## src/rtl/fir_tap_loader.sv

```systemverilog
// fir_tap_loader: reloads the FIR filter's tap coefficients from a banked,
// registered coefficient ROM. One request loads NTAPS taps (index 0 first,
// one per clock). While busy the filter's sample enable is gated off and
// the dropped samples are counted. One further request can be queued while
// a load is in progress; the most recent request wins.
// NBANKS must be at least 2 and NTAPS at least 2.
module fir_tap_loader #(
   parameter int NTAPS  = 16,
   parameter int TW     = 16,
   parameter int NBANKS = 4,
   parameter int BW     = $clog2(NBANKS),
   parameter int AW     = $clog2(NBANKS*NTAPS)
) (
   input  logic          i_clk,
   input  logic          i_reset,
   input  logic          i_load_req,
   input  logic [BW-1:0] i_bank,
   output logic [AW-1:0] o_rom_addr,
   input  logic [TW-1:0] i_rom_data,
   output logic          o_tap_wr,
   output logic [TW-1:0] o_tap,
   input  logic          i_ce_in,
   output logic          o_fir_ce,
   output logic          o_busy,
   output logic          o_done,
   output logic [BW-1:0] o_active_bank,
   output logic [7:0]    o_drop_count
);

   localparam int IW = (NTAPS > 1) ? $clog2(NTAPS) : 1;
   localparam logic [IW-1:0] IDX_LAST = IW'(NTAPS-1);

   typedef enum logic [1:0] {S_IDLE, S_PRIME, S_LOAD, S_DONE} state_t;

   state_t          state, state_nxt;
   logic [AW-1:0]   base;          // first ROM address of the bank being loaded
   logic [AW-1:0]   last_addr;     // last ROM address of that bank
   logic [BW-1:0]   cur_bank;      // bank being loaded (already clamped)
   logic [IW-1:0]   idx;           // tap index being written in LOAD
   logic            pending;
   logic [BW-1:0]   pending_bank;  // raw bank; clamped when it is latched
   logic            start_load;
   logic [BW-1:0]   start_bank;

   // Out-of-range bank selects fall back to the highest bank.
   function automatic logic [BW-1:0] clamp_bank(input logic [BW-1:0] b);
      if (int'(b) >= NBANKS) return BW'(NBANKS-1);
      return b;
   endfunction

   function automatic logic [AW-1:0] bank_base(input logic [BW-1:0] b);
      return AW'(int'(b) * NTAPS);
   endfunction

   // A load starts from IDLE on a request, or straight out of DONE when a
   // request is queued or arrives in that very cycle (the newest one wins).
   always_comb begin
      start_load = ((state == S_IDLE) && i_load_req) ||
                   ((state == S_DONE) && (pending || i_load_req));
      start_bank = clamp_bank(i_load_req ? i_bank : pending_bank);
      last_addr  = base + AW'(NTAPS-1);
   end

   // State register.
   always_ff @(posedge i_clk or posedge i_reset) begin
      if (i_reset) state <= S_IDLE;
      else         state <= state_nxt;
   end

   // Next-state logic: PRIME covers the registered ROM's read latency.
   always_comb begin
      state_nxt = state;
      case (state)
         S_IDLE:  if (i_load_req) state_nxt = S_PRIME;
         S_PRIME: state_nxt = S_LOAD;
         S_LOAD:  if (idx == IDX_LAST) state_nxt = S_DONE;
         S_DONE:  state_nxt = start_load ? S_PRIME : S_IDLE;
         default: state_nxt = S_IDLE;
      endcase
   end

   // Output logic: tap data comes straight from the ROM during LOAD.
   always_comb begin
      o_busy   = (state != S_IDLE);
      o_done   = (state == S_DONE);
      o_tap_wr = (state == S_LOAD);
      o_tap    = o_tap_wr ? i_rom_data : '0;
      o_fir_ce = i_ce_in & ~o_busy;
   end

   // ROM address / tap index sequencing. The address runs one ahead of the
   // tap being written and parks on the bank's last entry.
   always_ff @(posedge i_clk or posedge i_reset) begin
      if (i_reset) begin
         o_rom_addr <= '0;
         base       <= '0;
         cur_bank   <= '0;
         idx        <= '0;
      end else begin
         if (start_load) begin
            cur_bank   <= start_bank;
            base       <= bank_base(start_bank);
            o_rom_addr <= bank_base(start_bank);
            idx        <= '0;
         end else if (state == S_PRIME) begin
            o_rom_addr <= base + AW'(1);
         end else if (state == S_LOAD) begin
            idx <= (idx == IDX_LAST) ? '0 : idx + IW'(1);
            if (o_rom_addr != last_addr) o_rom_addr <= o_rom_addr + AW'(1);
         end
      end
   end

   // One-deep request queue: requests during a load overwrite each other;
   // DONE always consumes whatever is queued.
   always_ff @(posedge i_clk or posedge i_reset) begin
      if (i_reset) begin
         pending      <= 1'b0;
         pending_bank <= '0;
      end else if (state == S_DONE) begin
         pending <= 1'b0;
      end else if (o_busy && i_load_req) begin
         pending      <= 1'b1;
         pending_bank <= i_bank;
      end
   end

   // The resident bank changes only once a load has fully completed.
   always_ff @(posedge i_clk or posedge i_reset) begin
      if (i_reset)              o_active_bank <= '0;
      else if (state == S_DONE) o_active_bank <= cur_bank;
   end

   // Saturating count of samples swallowed while busy.
   always_ff @(posedge i_clk or posedge i_reset) begin
      if (i_reset)
         o_drop_count <= '0;
      else if (i_ce_in && o_busy && (o_drop_count != 8'hFF))
         o_drop_count <= o_drop_count + 8'd1;
   end

endmodule

```

## config.mk

```make
export PLATFORM = sky130hd
export DESIGN_NAME = fir_tap_loader
export DESIGN_NICKNAME = d
export VERILOG_FILES = /design/src/rtl/fir_tap_loader.sv
export SDC_FILE = /design/constraint.sdc
export NUM_CORES = 1
export LEC_CHECK = 0
export ABC_AREA = 1
export ABC_CLOCK_PERIOD_IN_PS = 2000
export CORE_MARGIN = 1.5
export CORE_UTILIZATION = 45
export CTS_CLUSTER_SIZE = 8
export DETAILED_ROUTE_END_ITERATION = 10
export PLACE_DENSITY_LB_ADDON = 0.15
export SYNTH_ARGS = -nofsm -noshare
export SYNTH_HDL_FRONTEND = slang
export SYNTH_SLANG_ARGS = --single-unit
```

## constraint.sdc

```tcl
create_clock -name i_clk -period 2 [get_ports i_clk]
set_clock_uncertainty 0.1 [all_clocks]
set_input_delay 0.4 -clock i_clk [delete_from_list [all_inputs] [get_ports i_clk]]
set_output_delay 0.4 -clock i_clk [all_outputs]
set_load 0.005 [all_outputs]
```

**Run 1: metal 1**

Scale bar: 20 µm. Supply wires on this layer in grey.
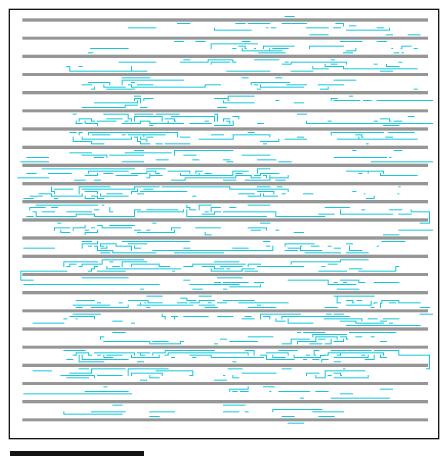
298 nets have wire on it. The longest straight run is 20.2 µm. The layer carries 1790 µm of wire. The wires run mostly horizontal. The layer holds 44% of the routed length.

**Run 1: metal 2**

Cells faint in the background.
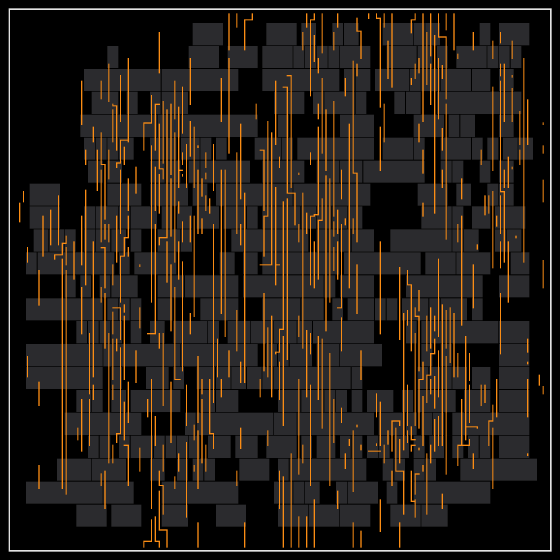
The longest straight run is 27.2 µm. The wires run mostly vertical. The layer holds 50% of the routed length. The layer carries 2050 µm of wire. 269 nets have wire on it.

==> impl_metrics.csv, run 1 <==
group,metric,value,unit
grt,antenna_found_initial,0,
clock_network,holdBufCountCts,0,
synth,ys.flop_type,"dfrtp_1",
worst_setup_path,reg2reg_depth,10,
grt,grt_pass1_wl,6831,µm
cells_and_area,antenna_cells,0,
worst_setup_path,required,1500,ps
grt,track_usage,20.92,%
power_and_ir_drop,leakage,1.399,nW
worst_setup_path,worstPathArrival,1470,ps
place,dp_hpwl,2784,µm
synth,syn_nets,253,
grt,grt_max_degree,15,
synth,ys_cells,223,
cells_and_area,layout-drive-gt1-share,22.95,%
clock_network,cts_buffers,3,
worst_setup_path,criticalPathCategory,"reg2out",
sta,final.min_clock_period,1965,ps
cells_and_area,fin_area,2561,µm²
cells_and_area,layout.cells.most_common,"nand2_1",
power_and_ir_drop,clockPowerShare,8.3,%
synth,netlist_area,1678,µm²
cells_and_area,fillers,306,
place,place_area,2371,µm²
synth,ys_seq_elements,27,
sta,rsz0062_at_grt,"true",
clock_network,root_buffer,"clkbuf_8",
cells_and_area,fin_util,70.49,%
floorplanning,die_area,4104,µm²
place,dp.cells,334,
synth,edf_count,0,
sta,slew_violations,0,
flow_run,cap_violations,0,
synth,ys_seq_share,40.27,%
cells_and_area,seqCellArea,676.9,µm²
grt,first_global_vias,1540,
sta,min_period_over_period,98.26,%
route,drt_first_iter_violations,67,
run_status,status,"finished, final reports clean",
floorplanning,ioPinCount,58,
hold_path,hold_path.class,"in2async",
clock_network,clock_latency,280,ps
synth,synth-async-reset-ratio,100.0,%
cells_and_area,areaGrowthSynthToFinish,52.65,%
route,dr.pass1.iters,4,
power_and_ir_drop,combPwrFrac,64.8,%
clock_network,clock_sinks,27,
clock_network,path_clk_slew,90,ps
sta,max_freq,508.8,MHz
sta,max-slew-margin-rel,74.26,%
cells_and_area,fin_nets,336,
sta,tns,0,ps
synth,syn_inst,223,
place,gp_congestion,0.8259,
sta,worst_slack,34.76,ps
clock_network,cts_tree,"built",
floorplanning,core-area,3633,µm²
route,vias,1667,
**Run 1: met3 routing**

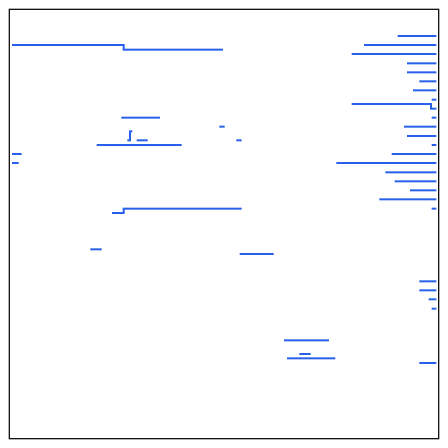
The wires run mostly horizontal. 37 nets have wire on it. The layer holds 5.3% of the routed length. The layer carries 216 µm of wire.

**Run 1: wiring heat map**

13 x 13 tiles, from dark blue (low) to red (high), scaled to the fullest tile. Values are wire area over tile area, all layers added.
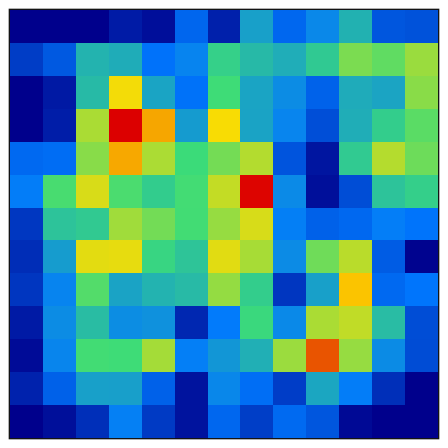
The mean over all tiles is 0.16. 27% of the tiles are over half the peak. The fullest tile reaches 0.45. The densest ninth of the die: centre. 6.5% of the tiles are nearly empty.

[run 1: state kept, by name, indices dropped and copies added, names as in the netlist]
name,flops
cur_bank,2
o_rom_addr,6
o_drop_count,8
pending_bank,2
o_active_bank,2
idx,4
state,2
pending,1
[run 1: worst max-delay path, cell delays in order (launching register included)]
cell and delay [ps]:
dfrtp_1 390, inv_2 70, buf_4 130, buf_4 130, ha_4 170, inv_2 60, dlygate4sd2_1 230
[run 1: cell usage after synthesis (2+ instances only)]
library cell | count | area, µm²
a21oi_1 | 5 | 25.02
buf_2 | 2 | 10.01
dfrtp_1 | 27 | 675.7
ha_1 | 8 | 100.1
inv_1 | 38 | 142.6
mux2_2 | 2 | 22.52
nand2_1 | 76 | 285.3
nand2_2 | 2 | 12.51
nand2_4 | 2 | 22.52
nand3_1 | 16 | 80.08
nor2_1 | 12 | 45.04
nor3_1 | 2 | 10.01
o21ai_0 | 9 | 45.04
o21ai_4 | 2 | 32.53
xnor2_1 | 6 | 52.55
xor2_1 | 5 | 43.79
[run 1: timing repair]
item	in CTS	in global routing
pin swaps	2	2
setup endpoints to repair	20	18
cloned	2	0
buffers inserted	9	5
gates resized	53	35
[run 1: path summary, 6_finish.rpt]
path                       slack, ps                    startpoint                           end
setup / recovery                  30          state[0]$_DFFE_PP0P_                        o_busy
hold / removal                   290                       i_reset   o_drop_count[7]$_DFFE_PP0P_
setup reg to reg                  80          state[0]$_DFFE_PP0P_     o_rom_addr[0]$_DFFE_PP0P_
hold reg to reg                  380  o_active_bank[1]$_DFFE_PP0P_  o_active_bank[1]$_DFFE_PP0P_
max in group asynchronous       1020                       i_reset          state[1]$_DFFE_PP0P_
min in group i_clk               380  o_active_bank[1]$_DFFE_PP0P_  o_active_bank[1]$_DFFE_PP0P_
[run 1: cell families (layout without fill, tap and decap cells)]
group	Yosys count	count (layout)	share of synthesized area (%)
muxes	2	2	1.342
xor gates and xnor gates	11	11	5.742
AOI/OAI and AO/OA	20	20	7.979
buffers and inverters	41	123	9.321
and+or+nand+nor	114	114	29.38
DFF	27	27	40.27
adders and majority gates	8	8	5.966
[run 1: power by group through the flow]
| stage | clock, mW | combinational (mW) | sequential [mW] |
|---|---|---|---|
| after floorplan | 0 | 1.18 | 1.00 |
| after global placement | 0 | 2.03 | 1.03 |
| after detailed placement | 0 | 2.06 | 1.03 |
| after CTS | 0.330 | 2.40 | 1.03 |
| after global routing | 0.351 | 2.76 | 1.06 |
| final | 0.319 | 2.48 | 1.03 |
[run 1: layer usage]
metal  GRT usage (%)  share of wire [%]  vias up
met3           4.577                5.3        5
met2           37.37                 50       48
met4           4.620               0.69        0
met1           25.62                 44      765
li1                -                  -      849
met5               0                  0        -
[run 1: final cells by class]
cell class                      count  share of cell area [%]
Clock buffer                        4                   1.759
Timing Repair Buffer               80                   28.19
Multi-Input combinational cell    155                   35.56
Tap cell                           48                   2.345
Inverter                           39                   5.716
Sequential cell                    27                   26.43
--- run 2 (diff from run 1) ---
--- a/config.mk
+++ b/config.mk
@@ -14,2 +14,3 @@
 export PLACE_DENSITY_LB_ADDON = 0.15
+export RECOVER_POWER = 100
 export SYNTH_ARGS = -nofsm -noshare
==> constraint.sdc (replaced) <==
create_clock -name i_clk -period 2 [get_ports i_clk]
set_clock_uncertainty 0.1 [all_clocks]
set_input_delay 0.2 -clock i_clk [delete_from_list [all_inputs] [get_ports i_clk]]
set_output_delay 0.2 -clock i_clk [all_outputs]
set_load 0.005 [all_outputs]
==> run 2 against run 1 <==
- sequential cell count unchanged
- largest power group unchanged
- area after synthesis unchanged
- combinational power down 13%
- critical path depth down 1
- die area unchanged
- clock power about the same
- count of clock-buffer cells in the layout down 1
- power down 8.4%
- critical endpoint unchanged
- highest routed layer unchanged
==> impl_metrics.csv, run 2 <==
group,metric,value,unit
run_status,status,"finished, final reports clean",
worst_setup_path,critPathLaunchType,"flip-flop",
cells_and_area,largest_register,"o_drop_count",
sta,final.min_clock_period,1904,ps
synth,ys_seq_share,40.27,%
route,dr.pass1.iters,4,
sta,max_freq,525.1,MHz
cells_and_area,seqCellArea,676.9,µm²
flow_run,cap_violations,0,
power_and_ir_drop,power_per_cell_area,1394,nW/µm²
floorplanning,ioPinCount,58,
route,wl,3895,µm
synth,netlist_area,1678,µm²
clock_network,cts_tree,"built",
sta,min_period_over_period,95.22,%
hold_path,hold_path.class,"reg2reg",
floorplanning,fp-utilization,46.18,%
route,post_drt_wl_per_cell,11.39,µm
cells_and_area,mostFrequentLayoutCells,"78 x nand2_1, 36 x inv_1, 26 x dfrtp_1, 23 x clkdlybuf4s50_1, 17 x dlygate4sd3_1",
cells_and_area,mi_logic_area,857.1,µm²
cells_and_area,reg.largest.list,"o_drop_count (8), o_rom_addr (6), idx (4)",
worst_setup_path,reg2reg_depth,7,
synth,synth_area_leader_cell,"dfrtp_1",
cells_and_area,fillers,310,
worst_setup_path,critPathMaxFanout,4,
synth,syn_inst,223,
clock_network,clock_sinks,27,
clock_network,cts_buffers,3,
flow_run,warnings,30,
cells_and_area,layout.cells.most_common,"nand2_1",
worst_setup_path,required,1700,ps
synth,ys_seq_elements,27,
floorplanning,core-area,3633,µm²
worst_setup_path,worstPathArrival,1600,ps
grt,grt_pass1_wl,6382,µm
synth,synth.most_common_cell,"nand2_1",
synth,topCellsByArea,"dfrtp_1 40%, nand2_1 17%, inv_1 8.5%",
cells_and_area,largest_reg_flops,8,
synth,yosysWarnings,0,
floorplanning,die_area,4104,µm²
worst_setup_path,rrSetupSlack,200,ps
synth,syn_nets,253,
synth,synth-async-reset-ratio,100.0,%
synth,top_area_share,40.27,%
synth,ys.flop_type,"dfrtp_1",
synth,synthTopCellsByCount,"76 x nand2_1, 38 x inv_1, 27 x dfrtp_1",
floorplanning,die_y,64.06,µm
place,io_buffers,57,
hold_path,whs_path_depth,2,
cells_and_area,layout-drive-gt1-share,9.524,%
clock_network,cts-htree-levels,1,
synth,ys_area,1678,µm²
power_and_ir_drop,peakVddDrop,0.7919,mV
route,drt_first_iter_violations,107,
place,gp_congestion,0.8726,
cells_and_area,fin_nets,325,
worst_setup_path,criticalPathCategory,"reg2out",
place,dp_hpwl,2731,µm
cells_and_area,fin_util,69.11,%
grt,first_global_vias,1511,
sta,tns,0,ps
sta,final_hold_viol_count,0,
synth,synth.distinct_cells,25,
sta,max-slew-margin-rel,55.07,%
grt,overflow,0,
grt,grt_max_degree,28,
clock_network,holdBufCountCts,0,
sta,slew_violations,0,
route,drc_errors,0,
clock_network,clock_latency,280,ps
synth,ys_cells,223,
floorplanning,num_rows,22,
cells_and_area,areaGrowthSynthToFinish,49.66,%
worst_setup_path,end_kind,"output port",
sta,report.final.setup_viol,0,
clock_network,path_clk_slew,100,ps
sta,rsz0062_at_grt,"false",
route,vias_per_cell,4.713,
power_and_ir_drop,leakage,1.526,nW
clock_network,root_buffer,"clkbuf_8",
grt,antenna_found_initial,0,
synth,avgSynthCellArea,7.524,µm²
floorplanning,dieWidth,64.06,µm
route,ant_nets,0,
cells_and_area,antenna_cells,0,
synth,edf_count,0,
route,vias,1612,
## run 2: cell count changes in the layout (fill, tap and decap cells not counted), moves of 4 or more
| cell | before | now |
|---|---|---|
| clkdlybuf4s50_1 | 37 | 23 |
| nand2_1 | 69 | 78 |
| buf_2 | 7 | 0 |
| dlymetal6s2s_1 | 0 | 10 |
| buf_4 | 17 | 7 |
| clkbuf_2 | 10 | 2 |
| clkdlybuf4s25_1 | 0 | 4 |
| nand2_2 | 7 | 1 |
| dlygate4sd3_1 | 0 | 17 |
## run 2: through the flow
step           hold WS (ps)  cells  power [mW]  cell area, µm²  worst slack (ps)
5_1_grt               404.2    342       3.830            2511             17.83
4_1_cts               174.4    337       3.533            2447             1.759
3_3_place_gp          355.7    329       3.020            2333             200.1
2_1_floorplan         152.7    223       2.177            1678             434.2
3_5_place_dp          357.4    329       3.044            2333             164.9
6_report              370.4    342       3.501            2511             95.63
## run 2: critical path, cell delays in order (launching register included)
cell             delay [ps]
dfrtp_1                 370
inv_2                    60
clkbuf_2                130
ha_4                    180
inv_1                    80
clkdlybuf4s50_1         500
## run 2: final timing paths
path,from,end
setup / recovery,state[0]$_DFFE_PP0P_,o_busy
max in group asynchronous,i_reset,state[1]$_DFFE_PP0P_
setup reg to reg,state[0]$_DFFE_PP0P_,idx[3]$_DFFE_PP0P_
hold / removal,o_active_bank[1]$_DFFE_PP0P_,o_active_bank[1]$_DFFE_PP0P_
hold reg to reg,o_active_bank[1]$_DFFE_PP0P_,o_active_bank[1]$_DFFE_PP0P_
min in group asynchronous,i_reset,o_rom_addr[1]$_DFFE_PP0P_
## run 2: kinds of logic (layout without fill, tap and decap cells)
group	Yosys count	count (layout)	synth area share (%)
buffers and inverters	41	112	9.321
and+or+nand+nor	114	114	29.38
DFF	27	27	40.27
adders and majority gates	8	8	5.966
muxes	2	2	1.342
xor gates and xnor gates	11	11	5.742
AOI/OAI and AO/OA	20	20	7.979
## run 2: what timing repair did
action | CTS | global route
endpoints found under the setup margin | 18 | 18
cloned | 1 | 1
setup buffers | 3 | 4
pin swaps | 0 | 0
gates resized | 6 | 19
## run 2: final cells by class
class,instances,share of cell area (%)
repair buffers,69,28.75
inverters,39,5.830
well taps,48,2.392
clock inverters,1,0.2990
clock buffers,3,1.644
flip-flops and latches,27,26.96
multi-input cells,155,34.13
## run 2: power by group
group	switching [mW]	internal, mW	total, mW
clock network	0.178	0.142	0.320
logic	1.05	1.10	2.15
registers	0.244	0.787	1.03
## run 2: per-layer routing
| metal | vias up | global-route usage [%] | wire length (µm) |
|---|---|---|---|
| met4 | 0 | 4.620 | 46 |
| met1 | 730 | 22.67 | 1683 |
| li1 | 828 | - | - |
| met5 | - | 0 | 0 |
| met3 | 7 | 4.754 | 207 |
| met2 | 47 | 34.90 | 1957 |
**Run 2: wiring heat map**

13 x 13 tiles, from dark blue (low) to red (high), scaled to the fullest tile. Values are wire area over tile area, all layers added.
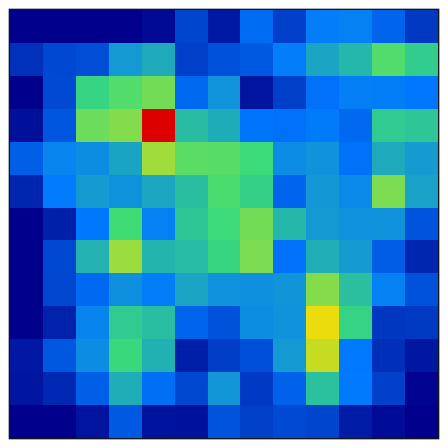
7.7% of the tiles are nearly empty. The emptiest ninth of the die: lower left. 11% of the tiles are over half the peak.

**Run 2: track usage over the die**

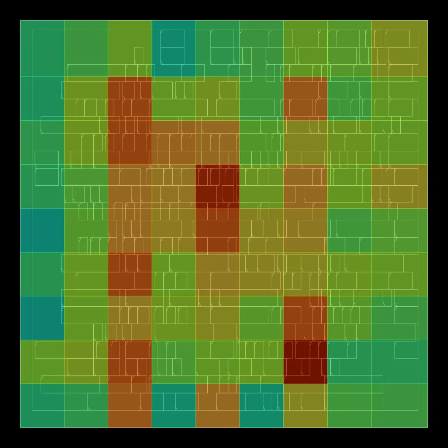
grt peak-use layer: met2
routing usage on met3: 4.754%
global-route usage over all layers: 19.27%

--- run 3 (diff from run 2) ---
- ABC_CLOCK_PERIOD_IN_PS: 2000 -> unset
- GPL_ROUTABILITY_DRIVEN: unset -> 0
- PLACE_DENSITY: unset -> 0.8
- PLACE_DENSITY_LB_ADDON: 0.15 -> unset
==> run 3 against run 2 <==
- the run now ends with DRC left
- synthesized cell count unchanged
- clock power shrank 2%
- register-to-register slack worse by 110 ps
- highest routed layer unchanged
- utilization fell by 0.34 points
- design area fell by 0.50%
- combinational power hardly changed
- routed wire length rose by 6.8%
- die area unchanged
- hold slack improved by 16 ps
- fmax down 2.2%
- sequential power about the same
==> impl_metrics.csv, run 3 <==
group,metric,value,unit
run_status,status,"finished with violations",
run_status,violations,"DRC",
synth,syn_nets,253,
synth,netlist_area,1678,µm²
synth,synth.distinct_cells,25,
cells_and_area,mi_logic_area,857.1,µm²
sta,report.final.setup_viol,0,
floorplanning,die_area,4104,µm²
worst_setup_path,end_kind,"output port",
route,drc_errors,1,
floorplanning,dieWidth,64.06,µm
sta,slew_violations,0,
synth,ys_sh_simple,29.38,%
synth,synthAdderAreaFrac,5.966,%
cells_and_area,layout.cells.most_common,"nand2_1",
synth,synth.most_common_cell,"nand2_1",
power_and_ir_drop,finalPower,3.514,mW
grt,grt_pass1_wl,6686,µm
worst_setup_path,crit_cells,3,
synth,syn_inst,223,
synth,avgSynthCellArea,7.524,µm²
worst_setup_path,cpPeakStageDelay,550,ps
flow_run,warnings,31,
cells_and_area,fin_cells,342,
hold_path,hold_path.class,"reg2reg",
cells_and_area,largest_reg_flops,8,
cells_and_area,fin_nets,325,
cells_and_area,largest_register,"o_drop_count",
cells_and_area,fin_area,2499,µm²
synth,ys_area,1678,µm²
clock_network,cts-htree-levels,1,
clock_network,clock_sinks,27,
hold_path,whs_path_depth,2,
worst_setup_path,critical_path_buf_inv_count,2,
worst_setup_path,criticalPathCategory,"reg2out",
sta,worst_slack,53.36,ps
synth,topCombFamilyByArea,"simple AND/OR/NAND/NOR gates",
worst_setup_path,required,1700,ps
place,io_buffers,57,
route,vias,1658,
floorplanning,fp-utilization,46.18,%
worst_setup_path,critPathMaxFanout,5,
floorplanning,core-area,3633,µm²
worst_setup_path,crit_slowest_cell,"clkdlybuf4s50_1",
grt,antenna_found_initial,0,
synth,synth-async-reset-ratio,100.0,%
place,place_ws,151.5,ps
clock_network,clock_latency,280,ps
route,dr.pass1.iters,7,
synth,ys_seq_elements,27,
cells_and_area,seqCellArea,675.6,µm²
worst_setup_path,reg2reg_depth,8,
route,wl,4160,µm
cells_and_area,layout-drive-gt1-share,8.163,%
clock_network,cts_tree,"built",
floorplanning,num_rows,22,
flow_run,cap_violations,0,
synth,synth_area_leader_cell,"dfrtp_1",
cells_and_area,mostFrequentLayoutCells,"78 x nand2_1, 36 x inv_1, 27 x dfrtp_1, 24 x clkdlybuf4s50_1, 17 x dlygate4sd3_1",
synth,topCellsByArea,"dfrtp_1 40%, nand2_1 17%, inv_1 8.5%",
sta,final_hold_viol_count,0,
synth,synthTopCellsByCount,"76 x nand2_1, 38 x inv_1, 27 x dfrtp_1",
synth,synthAoiAreaFrac,7.979,%
sta,final.min_clock_period,1947,ps
clock_network,path_clk_slew,90,ps
power_and_ir_drop,power_per_cell_area,1406,nW/µm²
floorplanning,ioPinCount,58,
sta,min_period_over_period,97.33,%
synth,ys_sh_xor,5.742,%
worst_setup_path,critPathLaunchType,"flip-flop",
synth,top_area_share,40.27,%
route,vias_per_cell,4.848,
cells_and_area,areaGrowthSynthToFinish,48.92,%
power_and_ir_drop,peakVddDrop,0.7368,mV
clock_network,holdBufCountCts,0,
floorplanning,die_y,64.06,µm
route,ant_nets,0,
synth,ys_seq_share,40.27,%
worst_setup_path,worstPathArrival,1650,ps
synth,ys.flop_type,"dfrtp_1",
run 3: cell counts after synthesis:
Identical to the previous run, type by type.
run 3: layer usage:
metal	track usage, %	vias up	wire, µm
li1	-	832	-
met1	28.09	750	1775
met2	32.94	71	1984
met3	3.873	5	336
met5	0	-	0
met4	8.424	0	63
run 3: where the power goes:
group | internal (mW) | switching, mW | leakage (nW)
combinational | 1.08 | 1.08 | 1.16
clock | 0.143 | 0.170 | 0.0228
sequential | 0.785 | 0.257 | 0.337
run 3: layout make-up:
cell class                 count  area share, %
multi-input combinational    155          34.30
timing repair buffer          69          28.59
sequential                    27          27.04
inverter                      39          5.859
tap                           48          2.404
clock buffer                   4          1.803
run 3: worst paths after layout:
path,start,end,slack [ps]
min in group asynchronous,i_reset,idx[1]$_DFFE_PP0P_,430
max reg2reg,state[0]$_DFFE_PP0P_,state[0]$_DFFE_PP0P_,90
max,state[0]$_DFFE_PP0P_,o_done,50
min reg2reg,o_active_bank[0]$_DFFE_PP0P_,o_active_bank[0]$_DFFE_PP0P_,390
min,o_active_bank[0]$_DFFE_PP0P_,o_active_bank[0]$_DFFE_PP0P_,390
max in group asynchronous,i_reset,pending_bank[0]$_DFFE_PP0P_,960
run 3: worst reg2reg max path: cells and delay by family, from the launching register on:
kind | cells | cell delay, ps
AND-OR/OR-AND | 4 | 740
flip-flops | 1 | 390
buffers and inverters | 3 | 380
adder cells (fa/ha/maj) | 1 | 190
run 3: logic make-up after synthesis:
family	after synthesis
AND-OR/OR-AND	20
flip-flops	27
adder cells (fa/ha/maj)	8
multiplexers	2
AND/OR/NAND/NOR	114
XOR/XNOR	11
buffers and inverters	41
run 3: stage by stage:
stage               hold WS, ps  TNS [ps]
finish                    385.9         0
global placement          367.2         0
global route              427.2    -3.885
detailed placement        369.4         0
CTS                       191.4    -34.02
floorplan                 152.7         0
run 3: repair_timing:
action | 4_1_cts | 5_1_grt
cloned | 0 | 2
pin swaps | 0 | 1
gates resized | 3 | 20
setup buffers | 1 | 6
endpoints found under the setup margin | 18 | 18
**Run 3: metal 1**

Scale bar: 20 µm. Supply wires on this layer in grey.
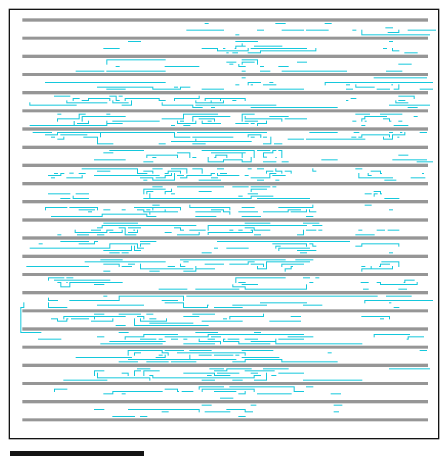
The layer holds 43% of the routed length. The wires run mostly horizontal.

**Run 3: track usage over the die**

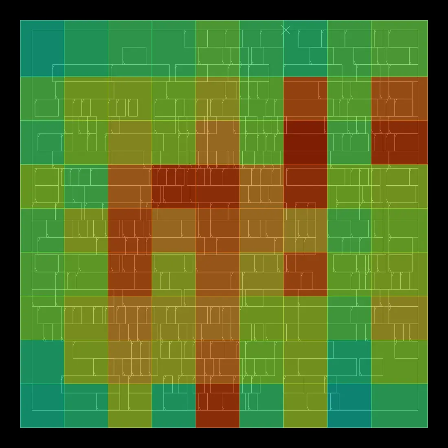
Final Util: 68.77%
GR Util met2: 32.94%
global-route usage over all layers: 20.83%
routing usage on met3: 3.873%
Routed wire per std cell: 12.16 µm

Power and IR drop assume default switching activity.
